### src/rtl/larpix_uart_pkg.sv
// Shared types for the LArPix primary UART: packet width, TX/RX state encodings,
// and the odd-parity helper used by the LARPIX_UART_PARITY_EN build.
package larpix_uart_pkg;

  localparam int PACKET_WIDTH = 64;

  typedef enum logic [1:0] {
    TX_IDLE,
    TX_START,
    TX_DATA,
    TX_STOP
  } tx_state_t;

  typedef enum logic [2:0] {
    RX_IDLE,
    RX_START,
    RX_DATA,
    RX_STOP,
    RX_BREAK
  } rx_state_t;

  // Value of packet bit 63 that makes the whole 64-bit word have odd parity.
  function automatic logic odd_parity(input logic [PACKET_WIDTH-2:0] bits);
    return ~^bits;
  endfunction

endpackage

### src/rtl/larpix_uart_rx_deser.sv
// PISO deserializer: 2-flop synchronizer, mid-bit sampling RX FSM, LSB-first shifter.
// Parity checking is compiled in with LARPIX_UART_PARITY_EN.
module larpix_uart_rx_deser
  import larpix_uart_pkg::*;
#(
  parameter int WIDTH        = PACKET_WIDTH,
  parameter int CLKS_PER_BIT = 4
) (
  input  logic             i_clk,
  input  logic             i_reset,
  input  logic             i_piso,
  output logic [WIDTH-1:0] o_data,
  output logic             o_valid,
  output logic             o_frame_err,
  output logic             o_parity_err,
  output logic [2:0]       o_state
);

  localparam int CW = (CLKS_PER_BIT > 1) ? $clog2(CLKS_PER_BIT) : 1;
  localparam int BW = (WIDTH > 1) ? $clog2(WIDTH) : 1;

  logic             r_sync1, r_sync2;
  rx_state_t        r_state, w_state_nxt;
  logic [CW-1:0]    r_baud, w_baud_nxt;
  logic [BW-1:0]    r_bit, w_bit_nxt;
  logic [WIDTH-1:0] r_shift, w_shift_nxt;
  logic [WIDTH-1:0] r_data, w_data_nxt;
  logic             r_valid, w_valid_nxt;
  logic             r_ferr, w_ferr_nxt;
  logic             r_perr, w_perr_nxt;
  logic             w_rx, w_baud_end, w_mid_start, w_parity_bad;

  assign w_rx        = r_sync2;
  assign w_baud_end  = (r_baud == CW'(CLKS_PER_BIT - 1));
  assign w_mid_start = (r_baud == CW'(CLKS_PER_BIT / 2 - 1));

`ifdef LARPIX_UART_PARITY_EN
  assign w_parity_bad = ~(^r_shift);
`else
  assign w_parity_bad = 1'b0;
`endif

  always_ff @(posedge i_clk) begin
    if (i_reset) begin
      r_sync1 <= 1'b1;
      r_sync2 <= 1'b1;
      r_state <= RX_IDLE;
      r_baud  <= '0;
      r_bit   <= '0;
      r_shift <= '0;
      r_data  <= '0;
      r_valid <= 1'b0;
      r_ferr  <= 1'b0;
      r_perr  <= 1'b0;
    end else begin
      r_sync1 <= i_piso;
      r_sync2 <= r_sync1;
      r_state <= w_state_nxt;
      r_baud  <= w_baud_nxt;
      r_bit   <= w_bit_nxt;
      r_shift <= w_shift_nxt;
      r_data  <= w_data_nxt;
      r_valid <= w_valid_nxt;
      r_ferr  <= w_ferr_nxt;
      r_perr  <= w_perr_nxt;
    end
  end

  // START waits half a bit so every later sample lands mid-bit.
  always_comb begin
    w_state_nxt = r_state;
    w_baud_nxt  = r_baud + 1'b1;
    w_bit_nxt   = r_bit;
    w_shift_nxt = r_shift;
    w_data_nxt  = r_data;
    w_valid_nxt = 1'b0;
    w_ferr_nxt  = 1'b0;
    w_perr_nxt  = 1'b0;
    case (r_state)
      RX_IDLE: begin
        w_baud_nxt = '0;
        if (!w_rx) w_state_nxt = RX_START;
      end
      RX_START: begin
        if (w_mid_start) begin
          w_baud_nxt  = '0;
          w_bit_nxt   = '0;
          w_state_nxt = w_rx ? RX_IDLE : RX_DATA;
        end
      end
      RX_DATA: begin
        if (w_baud_end) begin
          w_baud_nxt  = '0;
          w_shift_nxt = {w_rx, r_shift[WIDTH-1:1]};
          if (r_bit == BW'(WIDTH - 1)) w_state_nxt = RX_STOP;
          else                         w_bit_nxt   = r_bit + 1'b1;
        end
      end
      RX_STOP: begin
        if (w_baud_end) begin
          w_baud_nxt = '0;
          if (w_rx) begin
            w_data_nxt  = r_shift;
            w_valid_nxt = 1'b1;
            w_perr_nxt  = w_parity_bad;
            w_state_nxt = RX_IDLE;
          end else begin
            w_ferr_nxt  = 1'b1;
            w_state_nxt = RX_BREAK;
          end
        end
      end
      RX_BREAK: begin
        w_baud_nxt = '0;
        if (w_rx) w_state_nxt = RX_IDLE;
      end
      default: w_state_nxt = RX_IDLE;
    endcase
  end

  assign o_data       = r_data;
  assign o_valid      = r_valid;
  assign o_frame_err  = r_ferr;
  assign o_parity_err = r_perr;
  assign o_state      = r_state;

endmodule

### src/rtl/larpix_primary_uart.sv
// Host-side LArPix UART channel: inline POSI serializer plus the PISO deserializer.
// Define LARPIX_UART_PARITY_EN to force odd parity into bit WIDTH-1 and check it on RX.
module larpix_primary_uart
  import larpix_uart_pkg::*;
#(
  parameter int WIDTH        = PACKET_WIDTH,
  parameter int CLKS_PER_BIT = 4
) (
  input  logic             clk,
  input  logic             reset,
  input  logic [WIDTH-1:0] tx_data,
  input  logic             tx_valid,
  output logic             tx_ready,
  output logic             posi,
  input  logic             piso,
  output logic [WIDTH-1:0] rx_data,
  output logic             rx_valid,
  output logic             rx_frame_err,
  output logic             rx_parity_err,
  output logic             tx_busy,
  output logic [1:0]       tx_state_dbg,
  output logic [2:0]       rx_state_dbg
);

  localparam int CW = (CLKS_PER_BIT > 1) ? $clog2(CLKS_PER_BIT) : 1;
  localparam int BW = (WIDTH > 1) ? $clog2(WIDTH) : 1;

  tx_state_t        r_tx_state, w_tx_state_nxt;
  logic [CW-1:0]    r_tx_baud, w_tx_baud_nxt;
  logic [BW-1:0]    r_tx_bit, w_tx_bit_nxt;
  logic [WIDTH-1:0] r_tx_shift, w_tx_shift_nxt, w_tx_load;
  logic             r_posi, w_posi_nxt;
  logic             w_tx_accept, w_tx_baud_end;

  // Handshake: a packet is taken at a clk edge where tx_valid && tx_ready; there is
  // no queue, so tx_valid while tx_ready=0 is simply ignored.
  assign tx_ready      = (r_tx_state == TX_IDLE) && !reset;
  assign w_tx_accept   = tx_valid && tx_ready;
  assign w_tx_baud_end = (r_tx_baud == CW'(CLKS_PER_BIT - 1));
  assign tx_busy       = (r_tx_state != TX_IDLE);

`ifdef LARPIX_UART_PARITY_EN
  assign w_tx_load = {odd_parity(tx_data[WIDTH-2:0]), tx_data[WIDTH-2:0]};
`else
  assign w_tx_load = tx_data;
`endif

  always_ff @(posedge clk) begin
    if (reset) begin
      r_tx_state <= TX_IDLE;
      r_tx_baud  <= '0;
      r_tx_bit   <= '0;
      r_tx_shift <= '0;
      r_posi     <= 1'b1;
    end else begin
      r_tx_state <= w_tx_state_nxt;
      r_tx_baud  <= w_tx_baud_nxt;
      r_tx_bit   <= w_tx_bit_nxt;
      r_tx_shift <= w_tx_shift_nxt;
      r_posi     <= w_posi_nxt;
    end
  end

  always_comb begin
    w_tx_state_nxt = r_tx_state;
    w_tx_baud_nxt  = r_tx_baud + 1'b1;
    w_tx_bit_nxt   = r_tx_bit;
    w_tx_shift_nxt = r_tx_shift;
    case (r_tx_state)
      TX_IDLE: begin
        w_tx_baud_nxt = '0;
        if (w_tx_accept) begin
          w_tx_shift_nxt = w_tx_load;
          w_tx_state_nxt = TX_START;
        end
      end
      TX_START: begin
        if (w_tx_baud_end) begin
          w_tx_baud_nxt  = '0;
          w_tx_bit_nxt   = '0;
          w_tx_state_nxt = TX_DATA;
        end
      end
      TX_DATA: begin
        if (w_tx_baud_end) begin
          w_tx_baud_nxt  = '0;
          w_tx_shift_nxt = {1'b0, r_tx_shift[WIDTH-1:1]};
          if (r_tx_bit == BW'(WIDTH - 1)) w_tx_state_nxt = TX_STOP;
          else                            w_tx_bit_nxt   = r_tx_bit + 1'b1;
        end
      end
      TX_STOP: begin
        if (w_tx_baud_end) begin
          w_tx_baud_nxt  = '0;
          w_tx_state_nxt = TX_IDLE;
        end
      end
      default: w_tx_state_nxt = TX_IDLE;
    endcase
  end

  // The line level is registered from the next state so posi never glitches.
  always_comb begin
    case (w_tx_state_nxt)
      TX_START: w_posi_nxt = 1'b0;
      TX_DATA:  w_posi_nxt = w_tx_shift_nxt[0];
      default:  w_posi_nxt = 1'b1;
    endcase
  end

  assign posi         = r_posi;
  assign tx_state_dbg = r_tx_state;

  larpix_uart_rx_deser #(
    .WIDTH        (WIDTH),
    .CLKS_PER_BIT (CLKS_PER_BIT)
  ) u_rx (
    .i_clk        (clk),
    .i_reset      (reset),
    .i_piso       (piso),
    .o_data       (rx_data),
    .o_valid      (rx_valid),
    .o_frame_err  (rx_frame_err),
    .o_parity_err (rx_parity_err),
    .o_state      (rx_state_dbg)
  );

endmodule

### config.mk
export PLATFORM = sky130hd
export DESIGN_NAME = larpix_primary_uart
export DESIGN_NICKNAME = d
export VERILOG_FILES = /design/src/rtl/larpix_uart_pkg.sv /design/src/rtl/larpix_uart_rx_deser.sv /design/src/rtl/larpix_primary_uart.sv
export SDC_FILE = /design/constraint.sdc
export NUM_CORES = 1
export LEC_CHECK = 0
export CAP_MARGIN = 20
export CORE_UTILIZATION = 47
export DETAILED_ROUTE_END_ITERATION = 8
export PLACE_DENSITY_LB_ADDON = 0.3
export SLEW_MARGIN = 10
export SYNTH_ARGS = -nofsm -noshare
export SYNTH_HDL_FRONTEND = slang
export SYNTH_SLANG_ARGS = --single-unit
### constraint.sdc
create_clock -name clk -period 1.6 [get_ports clk]
set_input_delay 0.24 -clock clk [delete_from_list [all_inputs] [get_ports clk]]
set_output_delay 0.24 -clock clk [all_outputs]
set_load 0.01 [all_outputs]
==> images/port_nets.png <==
The bar under the picture is 50 um long.
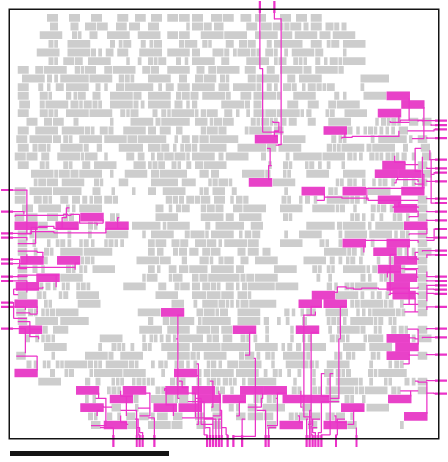
- rx_data: magenta (bits 64; direction output; edge 27 right, 24 bottom, 11 left, 2 top; end cells 64; buffers 64; wire 1,480 um)

==> images/final_congestion.png <==
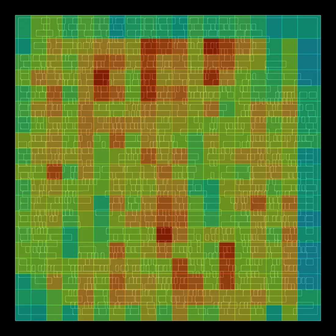
Util after Layout: 62.21%
global route hottest layer: met2
WL/cell: 13.49 um
met3 usage in global routing: 3.250%
overall routing resource usage: 20.18%

==> images/met1.png <==
The bar under the picture is 50 um long. Supply wires on this layer in gray.
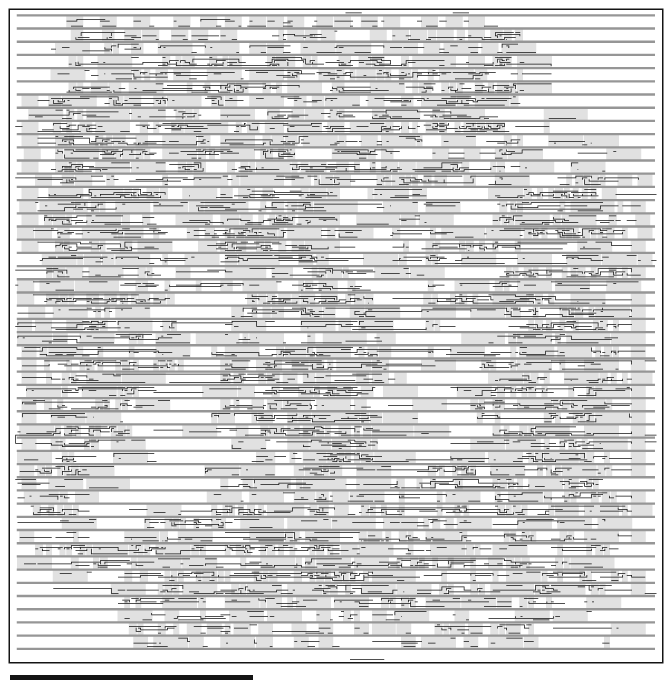
- nets with wire on the layer: 1,099
- main direction: horizontal
- share of all routed wire: 46%

==> images/metal_stack.png <==
Two of the layers only.
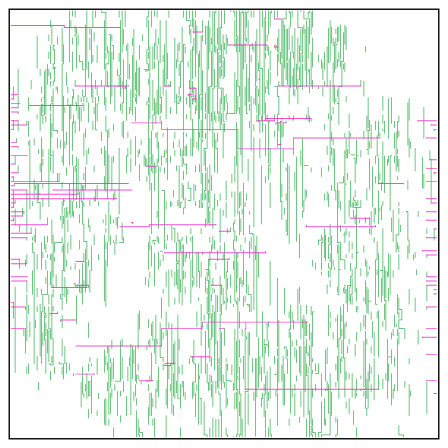
- met2: green (wire length 8,860 um)
- met3: magenta (wire length 795 um)

==> images/registers.png <==
The bar under the picture is 50 um long. Other sequential cells in the stronger gray, the rest of the logic in the fainter gray.
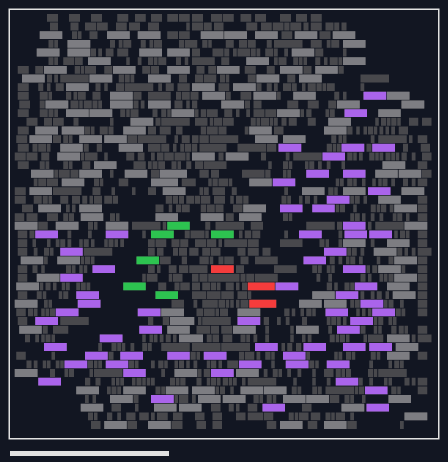
- u_rx.r_shift: purple (placed flops 64)
- u_rx.r_bit: green (placed flops 6)
- u_rx.o_state: red (placed flops 3)

==> summary.txt <==
area of the mapped netlist: 8237 um^2
Top cells excl fill/tap: 330 x nand2_1, 211 x dfxtp_1, 200 x a21oi_1, 67 x clkdlybuf4s50_1, 66 x dlygate4sd2_1
Crit Path Category: reg -> out
core area: 17,180 um^2
crit path launch type: register
P_leak: 3.979 nW
post-synthesis cell count: 1,000
YS chip area: 8237 um^2
worst path bufs/invs: 2
main area contributors: dfxtp_1 53%, nand2_1 15%, a21oi_1 12%, a22oi_1 5.7%, buf_2 1.9%
slew of the pin with the lowest slew margin: 0.6295 ns
clock latency on the worst-skew pair: 0.50 ns
Crit path max-delay family: buffers and inverters
vias in the first global route: 6,518
Seq/Total Area, Yosys: 52.98%
yosys cell count: 1,000
share of layout cells above drive strength 1: 9.274%
global-route wire length before repair: 30,620 um
Sw Share: 21.09%
# rows: 48
CTS Buf Count: 23
worst-path cell chain: buf_4 > dlygate4sd2_1
Slew headroom: 58.03%
Setup Total Neg Slack: 0 ns
Hold-fix buffers, CTS: 0
fin. max-slew vios: 0
count leader, synth: nand2_1
area leader, netlist: dfxtp_1
PD cells: 1020 nW/um^2
clock sinks: 218
largest net degree at the start of global routing: 74
Reg-to-Reg End: r_tx_bit[5]$_SDFFE_PP0P_
comb. cell area: 3545 um^2
Required @ worst endpoint: 1.36 ns
die width: 134.4 um
Max-Cap Viols: 0
clk root buf: clkbuf_16
crit path from: u_rx.o_state[1]$_SDFFE_PP0P_
Clk pwr share: 44.2%
Power Internal: 8.597 mW
RR Startpoint: r_tx_baud[0]$_SDFF_PP0_
Log Warnings: 28
Hold WS: 0.1720 ns
outcome: complete, no violations
vias per cell: 5.223
fin crit share: 97.77%
Clk pin slew, worst setup/hold paths: 0.06 ns
FF+latch area: 4383 um^2
Synth-to-Final Area Change: 29.73%
post-route minimum period: 1.564 ns
DRC Markers: 0
Pre-antenna DRT Iters: 4
H-tree depth: 1
-- final cells by class --
cell class                 count  area share, %
tap                          225          2.635
clock buffer                  35          6.183
clock inverter                 2        0.09368
inverter                       8         0.2810
multi-input combinational    695          33.17
timing repair buffer         185          16.62
sequential                   218          41.02
-- power groups by stage --
stage / sequential (mW) / clock (mW) / combinational [mW]
detailed placement: 5.67 / 0 / 0.527
floorplan: 5.66 / 0 / 0.255
CTS: 5.55 / 4.96 / 0.525
global route: 5.56 / 5.18 / 0.578
global placement: 5.67 / 0 / 0.523
finish: 5.55 / 4.81 / 0.529
-- metal layers --
metal	global-route usage [%]	wire, um	up-vias
met5	0	0	-
met4	5.556	293	0
met3	3.250	795	21
met2	34.00	8859	137
met1	26.73	8501	3340
li1	-	-	3647
-- sequential cells by signal, summed over array words and instances, names as in the netlist, 2 cells and up --
register	cells
u_rx.o_data	64
u_rx.r_baud	2
u_rx.r_shift	64
r_tx_shift	64
r_tx_bit	6
tx_state_dbg	2
u_rx.o_state	3
u_rx.r_bit	6
r_tx_baud	2
-- stage by stage --
| stage | util [%] | worst slack [ns] | std cells | cell area [um^2] |
|---|---|---|---|---|
| 4_1_cts | 61.74 | 0.002027 | 1367 | 10610 |
| 3_3_place_gp | 58.14 | -0.1269 | 1330 | 9986 |
| 6_report | 62.21 | 0.03563 | 1368 | 10690 |
| 2_1_floorplan | - | 0.01096 | 1000 | 8237 |
| 3_5_place_dp | 58.14 | -0.2676 | 1330 | 9986 |
| 5_1_grt | 62.21 | -0.001743 | 1368 | 10690 |
-- logic make-up after synthesis --
group	Yosys count	share of synthesized area, %
xor+xnor	2	0.2127
buf+inv	87	5.134
other cells	1	0.04553
compound gates	286	19.99
fa+ha+maj	6	0.9114
flops	218	52.99
simple gates	396	20.23
mux	4	0.4861
Power figures rest on the tool's default switching activity, not on a simulated workload.
